## config.mk

```make
export PLATFORM = sky130hd
export DESIGN_NAME = uart_tx_fifo_ctrl
export DESIGN_NICKNAME = d
export VERILOG_FILES = /design/src/rtl/uart_pkg.sv /design/src/rtl/uart_tx_fifo_ctrl_bit_timer.sv /design/src/rtl/uart_tx_fifo_ctrl.sv
export SDC_FILE = /design/constraint.sdc
export NUM_CORES = 1
export LEC_CHECK = 0
export ABC_AREA = 1
export CAP_MARGIN = 20
export CORE_MARGIN = 4
export CORE_UTILIZATION = 55
export DETAILED_ROUTE_END_ITERATION = 8
export HOLD_SLACK_MARGIN = 0.05
export MAX_ROUTING_LAYER = met4
export PLACE_DENSITY = 0.81
export SLEW_MARGIN = 20
export SYNTH_ARGS = -nofsm -noshare
export SYNTH_HDL_FRONTEND = slang
export SYNTH_HIERARCHICAL = 1
export SYNTH_SLANG_ARGS = --single-unit
```

## constraint.sdc

```tcl
create_clock -name rd_clk -period 4 [get_ports rd_clk]
set_input_delay 1.2 -clock rd_clk [delete_from_list [all_inputs] [get_ports rd_clk]]
set_output_delay 1.2 -clock rd_clk [all_outputs]
set_load 0.01 [all_outputs]
```

## src/rtl/uart_pkg.sv

```systemverilog
// Shared types and helpers for the UART TX read-side sequencer.
// Holds the FSM state type, frame constants and the parity helper.
package uart_pkg;

  localparam int UART_DATA_BITS       = 8;
  localparam int DEFAULT_CLKS_PER_BIT = 139;

  typedef enum logic [2:0] {
    IDLE,
    REQ,
    LOAD,
    START,
    DATA,
    PARITY,
    STOP
  } tx_state_t;

  function automatic logic parity_bit(
    input logic [UART_DATA_BITS-1:0] data,
    input logic                      odd
  );
    return (^data) ^ odd;
  endfunction

endpackage

```

## src/rtl/uart_tx_fifo_ctrl_bit_timer.sv

```systemverilog
// Bit-period timer: counts 0..CLKS_PER_BIT-1 while enabled.
// bit_tick marks the last cycle of each bit period.
module uart_bit_timer #(
  parameter int CLKS_PER_BIT = 139
) (
  input  logic clk,
  input  logic rst_n,
  input  logic clr,
  input  logic en,
  output logic bit_tick
);

  localparam int W =
    (CLKS_PER_BIT > 1) ? $clog2(CLKS_PER_BIT) : 1;
  localparam logic [W-1:0] LAST = W'(CLKS_PER_BIT - 1);

  logic [W-1:0] cnt;

  assign bit_tick = en && (cnt == LAST);

  always_ff @(posedge clk or negedge rst_n) begin
    if (!rst_n) begin
      cnt <= '0;
    end else if (clr) begin
      cnt <= '0;
    end else if (en) begin
      cnt <= bit_tick ? '0 : cnt + 1'b1;
    end
  end

endmodule

```

## src/rtl/uart_tx_fifo_ctrl.sv

```systemverilog
// UART TX sequencer: pops bytes from the FIFO read port and
// serializes them as start, 8 data bits LSB first, parity, stop.
module uart_tx_fifo_ctrl
  import uart_pkg::*;
#(
  parameter int CLKS_PER_BIT = DEFAULT_CLKS_PER_BIT,
  parameter int PARITY_EN    = 0,
  parameter int PARITY_ODD   = 0,
  parameter int STOP_BITS    = 1
) (
  input  logic        rd_clk,
  input  logic        rst_rd_n,
  input  logic        tx_en,
  input  logic        fifo_empty,
  input  logic [7:0]  fifo_dout,
  output logic        fifo_rd_en,
  output logic        tx,
  output logic        busy,
  output logic        frame_done,
  output logic [15:0] bytes_sent
);

  localparam int SW =
    (STOP_BITS > 1) ? $clog2(STOP_BITS) : 1;
  localparam logic [SW-1:0] STOP_LAST = SW'(STOP_BITS - 1);
  localparam logic [2:0] LAST_BIT = 3'(UART_DATA_BITS - 1);
  localparam logic ODD = (PARITY_ODD != 0);

  tx_state_t                 state;
  logic [2:0]                bit_idx;
  logic [UART_DATA_BITS-1:0] shreg;
  logic [SW-1:0]             stop_idx;
  logic                      bit_tick;
  logic                      timer_en;
  logic                      start_ok;

  assign timer_en = (state == START) || (state == DATA) ||
                    (state == PARITY) || (state == STOP);
  assign start_ok = tx_en && !fifo_empty;
  assign busy     = (state != IDLE);

  uart_bit_timer #(
    .CLKS_PER_BIT(CLKS_PER_BIT)
  ) u_timer (
    .clk     (rd_clk),
    .rst_n   (rst_rd_n),
    .clr     (!timer_en),
    .en      (timer_en),
    .bit_tick(bit_tick)
  );

  always_ff @(posedge rd_clk or negedge rst_rd_n) begin
    if (!rst_rd_n) begin
      state      <= IDLE;
      tx         <= 1'b1;
      fifo_rd_en <= 1'b0;
      frame_done <= 1'b0;
      bytes_sent <= '0;
      bit_idx    <= '0;
      shreg      <= '0;
      stop_idx   <= '0;
    end else begin
      fifo_rd_en <= 1'b0;
      frame_done <= 1'b0;
      unique case (state)
        IDLE: begin
          if (start_ok) begin
            state      <= REQ;
            fifo_rd_en <= 1'b1;
          end
        end
        REQ: begin
          state <= LOAD;
        end
        LOAD: begin
          shreg   <= fifo_dout;
          tx      <= 1'b0;
          bit_idx <= '0;
          state   <= START;
        end
        START: begin
          if (bit_tick) begin
            tx    <= shreg[0];
            state <= DATA;
          end
        end
        DATA: begin
          if (bit_tick) begin
            if (bit_idx == LAST_BIT) begin
              stop_idx <= '0;
              if (PARITY_EN != 0) begin
                tx    <= parity_bit(shreg, ODD);
                state <= PARITY;
              end else begin
                tx    <= 1'b1;
                state <= STOP;
              end
            end else begin
              bit_idx <= bit_idx + 3'd1;
              tx      <= shreg[bit_idx + 3'd1];
            end
          end
        end
        PARITY: begin
          if (bit_tick) begin
            tx       <= 1'b1;
            stop_idx <= '0;
            state    <= STOP;
          end
        end
        STOP: begin
          if (bit_tick) begin
            if (stop_idx == STOP_LAST) begin
              frame_done <= 1'b1;
              bytes_sent <= bytes_sent + 16'd1;
              // chain straight into the next pop when data is waiting
              if (start_ok) begin
                state      <= REQ;
                fifo_rd_en <= 1'b1;
              end else begin
                state <= IDLE;
              end
            end else begin
              stop_idx <= stop_idx + 1'b1;
            end
          end
        end
        default: begin
          state <= IDLE;
        end
      endcase
    end
  end

endmodule

```

==> flow_summary.ini <==
; flow metrics
[power_and_ir_drop]
static-leakage-power_nw = 1.305
switching_part_of_the_total_pct = 19.02
power.combinational.total_uw = 18.3

[synthesis]
synthesis.nets = 294
yosysChipArea_mm2 = 0.002205
top_cells_by_count = 93 x sky130_fd_sc_hd__nand2_1, 40 x sky130_fd_sc_hd__dfrtp_1, 29 x sky130_fd_sc_hd__inv_1, 20 x sky130_fd_sc_hd__nor2_1, 19 x sky130_fd_sc_hd__nand3_1
synthesis.area_per_instance_um2 = 7.959
ys_types = 26
postSynthCellCount = 277
ys_top_cells_by_area = sky130_fd_sc_hd__dfrtp_1 45%, sky130_fd_sc_hd__nand2_1 16%, sky130_fd_sc_hd__inv_1 4.9%
syn_area_mm2 = 0.002205
post-synth-top-count-cell = sky130_fd_sc_hd__nand2_1

[finish]
registers.top_by_ff_count = bytes_sent
mi_logic_area_mm2 = 0.001042
num-multi-input-gates = 200
largest_registers_ranked_by_flip_flop_count = bytes_sent x16, shreg x8, u_timer/cnt x8
synthesis_to_finish_area_growth_pct = 21.85
final-nonclk-buf-share_pct = 11.36

[floorplan]
rows = 22
fp.dieW_um = 71.31
n_tap_cell = 48
initCoreUtil_pct = 58.46

[route]
detail_route.drc_violations = 0
antenna_left = 0
number_of_detailed_route_iterations_in_the_first_pass = 4
routed_wirelength_um = 4162

[critical_path]
reg2reg_setup_slack_ns = 1.82
timing_worst_setup_path_type = flip-flop to output port
worst_ep_arrival_time_ns = 1.56
worstSetupPathDepth = 3
worstPathRequired_ns = 2.80

[timing]
timing_hold_violations_final = 0
finalWorstPathRequiredPeriod_ns = 2.760
final-max-slew-violation-count = 0
highest_attainable_clock_frequency_mhz = 362.3

[global_route]
global_route_wire_length_before_repair_um = 7700
use_met3_pct = 4.348

[hold_path]
start_point_of_the_worst_hold_path = shreg[6]

[cts]
cts_setup_buffers = 0

[placed_design]
place.port_buffers = 31
place.detailed.instances = 356
dp.final_hpwl_um = 3135

[outcome]
status = completed
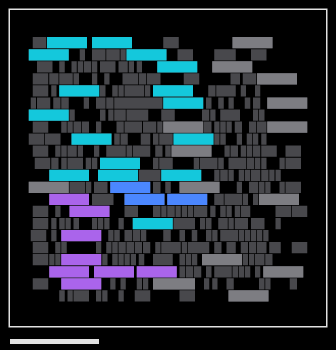
(sequential cells grouped by signal name)
Scale bar: 20 um. Other sequential cells in the stronger grey, the rest of the logic in the fainter grey.
[shreg] purple | placed flops: 8 | where: lower left
[bytes_sent] cyan | placed flops: 16
[bit_idx] blue | placed flops: 3
Seq/total area: 38.24%
total sequential power: 414 uW
sequential standard cell area: 0.001027 mm2
utilization after layout: 71.23%

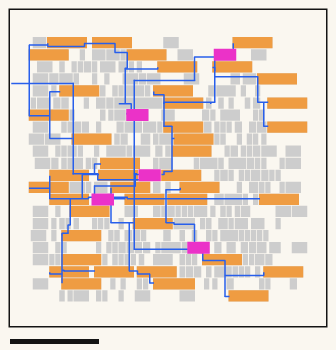
(routed clock nets over the placement)
Scale bar: 20 um.
[flip-flops] orange | count: 41
[clock-net drivers] magenta | count: 5
[clock wires] blue | length: 511 um
routed clock nets: 6
insertion delay of the later-clocked pin in the worst-skew pair: 0.30 ns
power consumed by the clock network: 341 uW
Clock Skew: 0.01199 ns
portion of total power attributed to the clock network: 44.1%

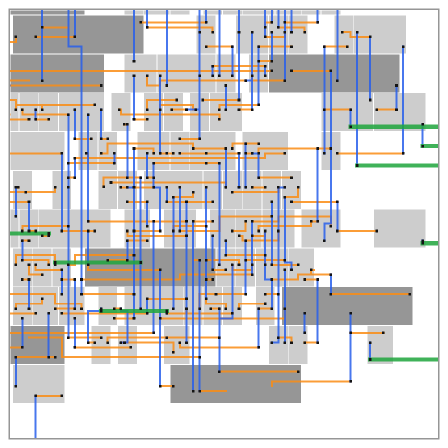
(layout detail)
Region (38, 3) to (68, 33) um. Cells in grey, sequential cells in the stronger grey; small squares are vias.
[M2] blue
[M3] green
[M1] orange
cells with their middle in the window: 76
sequential cells in the window: 6
most frequent: nand2_1 (19), inv_1 (9), nor2_1 (8)
netlist names of flops here include: state (3)

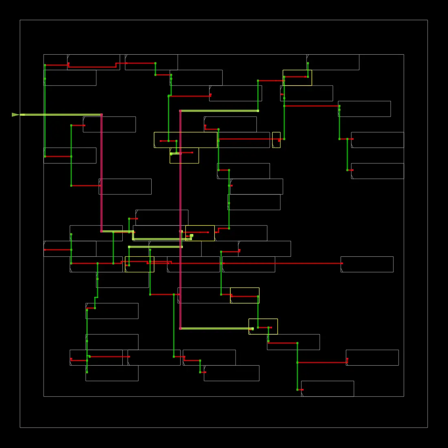
(clock nets)
sequential cell count: 41
sink count of the clock tree: 41
clock buffer count in the final layout: 7
clock buffer count from CTS: 5

Power is estimated from default activity; no workload was simulated.
